===== config.mk =====
export PLATFORM = sky130hd
export DESIGN_NAME = matrix_result_slave
export DESIGN_NICKNAME = d
export VERILOG_FILES = /design/src/rtl/matrix_result_slave.sv
export SDC_FILE = /design/constraint.sdc
export NUM_CORES = 1
export LEC_CHECK = 0
export CORE_MARGIN = 2
export CORE_UTILIZATION = 50
export CTS_CLUSTER_DIAMETER = 40
export DETAILED_ROUTE_END_ITERATION = 16
export PLACE_DENSITY = 0.76
export SLEW_MARGIN = 15
export SYNTH_ARGS = -nofsm -noshare
export SYNTH_HDL_FRONTEND = slang
export SYNTH_SLANG_ARGS = --single-unit
export TNS_END_PERCENT = 10

===== constraint.sdc =====
create_clock -name clk -period 3.1 [get_ports clk]
set_clock_uncertainty 0.05 [all_clocks]
set_input_delay 0.62 -clock clk [delete_from_list [all_inputs] [get_ports clk]]
set_output_delay 0.62 -clock clk [all_outputs]
set_load 0.02 [all_outputs]

===== src/rtl/matrix_result_slave.sv =====
// Result buffer for the matrix master's four-word burst; host reads words/status and clears.
// Optional MATRIX_SLAVE_SEQ_CHECK_EN enforces in-order fill and reports out-of-order writes as err.
module matrix_result_slave #(
  parameter logic [7:0] BASE_ADDR = 8'h60
) (
  input  logic        clk,
  input  logic        reset,
  input  logic        M_req,
  input  logic        M_wr,
  input  logic [7:0]  M_address,
  input  logic [31:0] M_din,
  output logic        M_ack,
  input  logic        S_sel,
  input  logic        S_wr,
  input  logic [3:0]  S_address,
  input  logic [31:0] S_din,
  output logic [31:0] S_dout,
  output logic        s_interrupt
);

  typedef enum logic [1:0] {IDLE = 2'd0, FILL = 2'd1, FULL = 2'd2} state_t;

  state_t      state_q, state_d;
  logic [31:0] words_q [4];
  logic [31:0] words_d [4];
  logic [3:0]  mask_q, mask_d;
  logic [2:0]  count_q, count_d;
  logic        dup_q, dup_d;
  logic        ovr_q, ovr_d;
  logic        err_q, err_d;
  logic        m_ack_q, irq_q;
  logic [31:0] s_dout_q;

  logic [7:0]  m_off;
  logic        m_hit;
  logic [1:0]  m_idx;
  logic        clr;
  logic [31:0] status;
  logic [31:0] rd_data;
  logic        unused_din;

  // Offset subtraction decodes BASE_ADDR..BASE_ADDR+3 as one 4-entry window.
  assign m_off      = M_address - BASE_ADDR;
  assign m_hit      = M_req && M_wr && (m_off < 8'd4);
  assign m_idx      = m_off[1:0];
  assign clr        = S_sel && S_wr && (S_address == 4'h5) && S_din[0];
  assign status     = {24'b0, err_q, ovr_q, dup_q, state_q == FULL, mask_q};
  assign unused_din = ^S_din[31:1];

  always_comb begin
    rd_data = '0;
    case (S_address)
      4'h0, 4'h1, 4'h2, 4'h3: rd_data = words_q[S_address[1:0]];
      4'h4:                   rd_data = status;
      default:                rd_data = '0;
    endcase
  end

  // Clear has priority over a same-cycle master write; the write is dropped but still acked.
  always_comb begin
    state_d = state_q;
    words_d = words_q;
    mask_d  = mask_q;
    count_d = count_q;
    dup_d   = dup_q;
    ovr_d   = ovr_q;
    err_d   = err_q;
    if (clr) begin
      state_d = IDLE;
      for (int i = 0; i < 4; i++) words_d[i] = '0;
      mask_d  = '0;
      count_d = '0;
      dup_d   = 1'b0;
      ovr_d   = 1'b0;
      err_d   = 1'b0;
    end else if (m_hit) begin
      if (state_q == FULL) begin
        ovr_d = 1'b1;
`ifdef MATRIX_SLAVE_SEQ_CHECK_EN
      end else if (m_idx == count_q[1:0]) begin
        words_d[m_idx] = M_din;
        mask_d[m_idx]  = 1'b1;
        count_d        = count_q + 3'd1;
        state_d        = (count_q == 3'd3) ? FULL : FILL;
      end else begin
        err_d = 1'b1;
      end
`else
      end else if (mask_q[m_idx]) begin
        words_d[m_idx] = M_din;
        dup_d          = 1'b1;
      end else begin
        words_d[m_idx] = M_din;
        mask_d[m_idx]  = 1'b1;
        count_d        = count_q + 3'd1;
        state_d        = (mask_d == 4'hF) ? FULL : FILL;
      end
`endif
    end
  end

  always_ff @(posedge clk) begin
    if (reset) begin
      state_q  <= IDLE;
      for (int i = 0; i < 4; i++) words_q[i] <= '0;
      mask_q   <= '0;
      count_q  <= '0;
      dup_q    <= 1'b0;
      ovr_q    <= 1'b0;
      err_q    <= 1'b0;
      m_ack_q  <= 1'b0;
      irq_q    <= 1'b0;
      s_dout_q <= '0;
    end else begin
      state_q <= state_d;
      words_q <= words_d;
      mask_q  <= mask_d;
      count_q <= count_d;
      dup_q   <= dup_d;
      ovr_q   <= ovr_d;
      err_q   <= err_d;
      m_ack_q <= m_hit;
      irq_q   <= (state_d == FULL);
      if (S_sel && !S_wr) s_dout_q <= rd_data;
    end
  end

  assign M_ack       = m_ack_q;
  assign s_interrupt = irq_q;
  assign S_dout      = s_dout_q;

endmodule


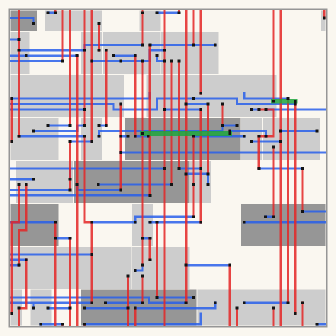
Fig. 1. Zoomed window (run 1).
Region (82, 82) to (102, 102) µm. Cells in grey, sequential cells in the stronger grey; small squares are vias.
Key: green = met3; red = met2; blue = met1
Most frequent: nand2_1 (7), mux2i_1 (5), dfxtp_1 (4). Netlist names of flops here include words_q (4). 20 logic cells have their middle in the window. Sequential cells in the window: 4.

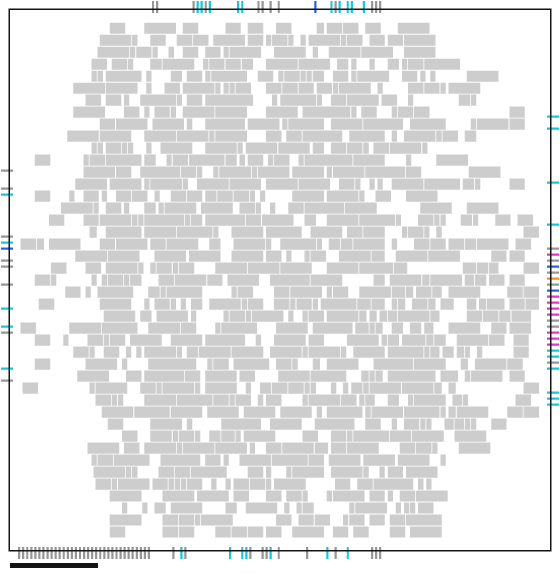
Fig. 2. I/O pins on the die edge (run 1).
The bar under the picture is 20 µm long. Pins as bars across the die edge, other pins in grey.
Key: cyan = S_dout [pins 32, direction output, edge 10 east, 10 north, 7 south, 5 west]; magenta = M_address [pins 8, direction input, edge east]; blue = S_address [pins 4, direction input, edge 2 east, 1 west, 1 north]; orange = S_wr [pins 1, direction input, edge east]
All pins by edge: 51 south, 28 east, 23 north, 14 west.
Die H: 122.5 µm
Die X: 122.5 µm

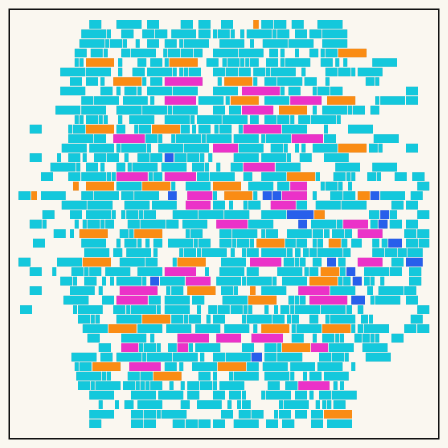
Fig. 3. Drive-strength map (run 1).
Key: orange = drive 2 [cells 41, most used mux4_2]; cyan = drive 1 or less [cells 654, most used dfxtp_1]; blue = drive 3 to 4 [cells 17, most used buf_4]; magenta = drive 6 and up [cells 36, most used clkbuf_16]
post-synthesis to final-layout area growth: 24.86%
final critical-path setup slack: 0.4192 ns
fin area: 8761 µm²

==> flow_metrics.py, run 1 <==
# Metrics from the implementation run
metrics = {
    "outcome": {
        "status": "completed",
    },
    "worst_setup_path": {
        "path_cells": "clkdlybuf4s50_1 > or4b_4 > or3_4 > or4_4 > buf_12 > mux2i_1",
        "critPathBufInv": 2,
        "endpoint_kind": "register",
    },
    "routing": {
        "drt_wl_total_um": 16570,
        "postRouteAntennaNets": 0,
        "num_vias": 5233,
        "drt-wirelength-per-cell_um": 17.85,
    },
    "synthesis": {
        "synth.distinct_cells": 38,
        "ys_ff": 170,
        "ys_cells": 666,
        "synth.cell_area_um2": 7017,
        "top_area_cell": "dfxtp_1",
        "ys_sh_xor_pct": 0.1248,
        "syn_inst": 666,
    },
    "global_route": {
        "grt_max_degree": 128,
        "track_usage_pct": 23.30,
    },
    "job": {
        "warnings": 59,
        "cap_violations": 0,
    },
    "floorplan": {
        "fp_util_pct": 50.94,
    },
    "clock_tree": {
        "cts-buffers-inserted": 17,
        "root_buffer": "clkbuf_16",
    },
    "power_and_ir_drop": {
        "internal-power_mw": 3.792,
        "ir_worst_vdd_uv": 352.4,
    },
    "layout": {
        "insertedDiodeCount": 0,
    },
    "sta": {
        "setup_violations": 0,
        "setup_tns_ns": 0,
        "rsz0062_at_grt": "no",
    },
}
run 1: final timing paths:
path | start | end | slack, ns | cells after the start
worst max-delay path | M_address[4] | words_q[120] | 0.42 | 6
worst min-delay path | words_q[72] | words_q[72] | 0.41 | 2
worst max register to register | mask_q[2] | s_interrupt | 1.33 | 4
worst min register to register | words_q[72] | words_q[72] | 0.41 | 2
run 1: stage by stage:
stage	total power, mW	setup slack [ns]	std cells	area, µm²	utilization [%]
3_5_place_dp	2.482	-0.01168	896	8099	58.80
6_report	4.785	0.4192	928	8761	63.61
3_3_place_gp	2.478	0.03639	896	8099	58.80
5_1_grt	4.920	0.3603	928	8761	63.61
2_1_floorplan	2.364	0.4942	666	7017	-
4_1_cts	4.807	0.4265	928	8761	63.61
run 1: routing by layer:
metal	vias to the layer above	global-route usage (%)	routed length [µm]
met5	-	0	0
met3	22	4.089	863
met1	2583	28.42	6853
met2	164	40.94	8550
li1	2464	-	-
met4	0	8.980	301
run 1: synth_stat cells:
master	instances
a211oi_1	1
a21bo_2	1
a21oi_1	6
a221oi_1	3
a22oi_1	25
a31o_2	1
a31oi_1	6
and4_1	1
buf_1	3
buf_12	3
buf_2	3
buf_4	2
buf_6	1
clkbuf_1	42
dfxtp_1	170
ha_1	1
inv_1	3
mux2i_1	128
mux4_2	33
nand2_1	168
nand2b_1	2
nand3_1	5
nand3b_1	3
nand4_1	2
nand4b_1	1
nor2_1	33
nor2b_1	2
nor3_1	6
nor4_1	1
nor4b_1	2
o211a_1	1
o21a_1	1
o21ai_0	1
o32ai_1	1
or3_4	1
or4_4	1
or4b_4	1
xnor2_1	1
run 1: worst min-delay path, stage by stage, from the launching register on:
cell	delay [ns]
dfxtp_1	0.30
nand2_1	0.05
mux2i_1	0.05
run 1: power by group through the flow:
stage                     Clock (mW)  Sequential, mW  Combinational (mW)
after global routing            2.47            2.19               0.263
after detailed placement           0            2.24               0.243
after floorplan                    0            2.24               0.123
after global placement             0            2.24               0.240
after CTS                       2.37            2.19               0.245
final                           2.35            2.19               0.244
run 1: logic make-up after synthesis:
group,Yosys count
and+or+nand+nor,229
AOI/OAI and AO/OA,47
muxes,161
DFF,170
xor gates and xnor gates,1
adders and majority gates,1
buffers and inverters,57
run 1: area by class of cell:
type | count | area [µm²] | share of cell area, %
clock buffer | 22 | 474.2 | 5.413
inverter | 3 | 11.26 | 0.1285
timing repair buffer | 104 | 1101 | 12.57
sequential | 170 | 3403 | 38.85
multi-input combinational | 439 | 3358 | 38.33
clock inverter | 10 | 187.7 | 2.142
tap | 180 | 225.2 | 2.571
run 1: registers in the layout, summed over array words and instances (netlist names):
register	count
S_dout	32
ovr_q	1
words_q	128
M_ack	1
state_q	2
dup_q	1
s_interrupt	1
mask_q	4
run 1: layout by cell type, fill, tap and decap left out, types with 5 or more instances in the layout:
cell type,instances
dfxtp_1,170
nand2_1,168
mux2i_1,128
clkdlybuf4s50_1,81
nor2_1,33
mux4_2,33
a22oi_1,25
clkbuf_16,17
buf_12,10
buf_4,10
a21oi_1,6
nor3_1,5
nand3_1,5
a31oi_1,5
bufinv_16,5
## Run 2: what changed since run 1
--- a/config.mk
+++ b/config.mk
@@ -14,4 +14,4 @@
 export SYNTH_ARGS = -nofsm -noshare
 export SYNTH_HDL_FRONTEND = slang
 export SYNTH_SLANG_ARGS = --single-unit
-export TNS_END_PERCENT = 10
+export TNS_END_PERCENT = 50
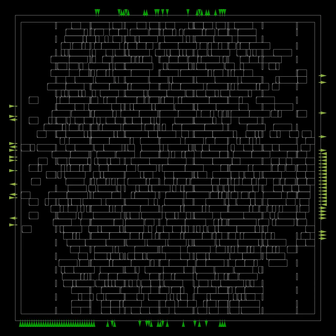
Fig. 4. Placed standard cells (run 2).
tap cells: 180
Fillers: 1084

==> run 2 against run 1 <==
Flip-flop count is the same. Core utilization is the same. Setup slack is the same. Sequential power is essentially flat. Design area is the same. Critical path type unchanged. Critical endpoint unchanged. Largest cell class unchanged. Highest routed layer unchanged.
==> flow_metrics.py, run 2 <==
# Metrics from the implementation run
metrics = {
    "layout": {
        "final_common_cell": "dfxtp_1",
        "design_area_um2": 8761,
        "largest_register_ffs": 128,
        "layout_top_cells": "dfxtp_1, nand2_1, mux2i_1",
        "area_delta_synth_final_pct": 24.86,
    },
    "power_and_ir_drop": {
        "ir_worst_vdd_uv": 352.4,
        "internal-power_mw": 3.792,
    },
    "worst_setup_path": {
        "timing.rr.start": "mask_q[2]",
        "r2r-end": "s_interrupt",
        "critPathBufInv": 2,
        "r2r_slack_ns": 1.33,
        "endpoint_kind": "register",
    },
    "synthesis": {
        "synth.top_cells.by_count": "dfxtp_1, nand2_1, mux2i_1",
        "top_cell": "dfxtp_1",
        "ff_type": "dfxtp_1",
        "ys_cells": 666,
        "ys_ff": 170,
        "top_area_cell": "dfxtp_1",
        "async_flop_share_pct": 0,
    },
    "routing": {
        "drt-wirelength-per-cell_um": 17.85,
        "drt_wl_total_um": 16570,
    },
    "sta": {
        "rsz0062_at_grt": "no",
        "setup_tns_ns": 0,
    },
    "worst_hold_path": {
        "holdPathStages": 2,
        "hold_end": "words_q[72]",
        "min_from": "words_q[72]",
    },
    "placement": {
        "placed_cell_area_um2": 8099,
    },
    "job": {
        "warnings": 59,
    },
    "outcome": {
        "status": "completed",
    },
}
==> run 2: cell counts after synthesis <==
No cell type changed its count.
==> run 2: per-layer routing <==
layer | share of wire, % | track usage, % | vias up
li1 | - | - | 2464
met1 | 41 | 28.42 | 2583
met2 | 52 | 40.94 | 164
met3 | 5.2 | 4.089 | 22
met4 | 1.8 | 8.980 | 0
met5 | 0 | 0 | -
==> run 2: through the flow <==
| step | power (mW) | std cells | util [%] | worst slack (ns) |
|---|---|---|---|---|
| floorplan | 2.364 | 666 | - | 0.4942 |
| global placement | 2.478 | 896 | 58.80 | 0.03639 |
| detailed placement | 2.482 | 896 | 58.80 | -0.01168 |
| CTS | 4.807 | 928 | 63.61 | 0.4265 |
| global route | 4.920 | 928 | 63.61 | 0.3603 |
| finish | 4.785 | 928 | 63.61 | 0.4192 |
==> run 2: worst reg2reg max path, delay by kind of cell (launching register included) <==
family           cells  cell delay [ns]
AND-OR/OR-AND        2             0.46
AND/OR/NAND/NOR      1             0.31
flip-flops           1             0.36
multiplexers         1             0.52
==> run 2: power by group through the flow <==
stage	clock (mW)	sequential, mW	combinational [mW]
after floorplan	0	2.24	0.123
after global placement	0	2.24	0.240
after detailed placement	0	2.24	0.243
after CTS	2.37	2.19	0.245
after global routing	2.47	2.19	0.263
final	2.35	2.19	0.244
==> run 2: how the worst max path moves through the flow <==
stage                               to  cells after the start         start
after global routing       words_q[33]                      7  M_address[4]
after CTS                 words_q[120]                      6  M_address[4]
after global placement    words_q[115]                      6  M_address[5]
after detailed placement  words_q[116]                      6  M_address[4]
final                     words_q[120]                      6  M_address[4]
after floorplan           words_q[100]                      6  M_address[4]
==> run 2: cell families (layout without fill, tap and decap cells) <==
family / count (synthesis) / in the layout / share of synthesized area (%)
buffers and inverters: 57 / 139 / 4.012
and+or+nand+nor: 229 / 229 / 13.50
adders and majority gates: 1 / 1 / 0.1783
AOI/OAI and AO/OA: 47 / 47 / 4.833
DFF: 170 / 170 / 48.50
xor gates and xnor gates: 1 / 1 / 0.1248
muxes: 161 / 161 / 28.85
==> run 2: final cells by class <==
class / instances / area [µm²] / share of cell area, %
clock buffers: 22 / 474.2 / 5.413
clock inverters: 10 / 187.7 / 2.142
inverters: 3 / 11.26 / 0.1285
multi-input cells: 439 / 3358 / 38.33
flip-flops and latches: 170 / 3403 / 38.85
well taps: 180 / 225.2 / 2.571
repair buffers: 104 / 1101 / 12.57
Power and IR drop assume default switching activity.
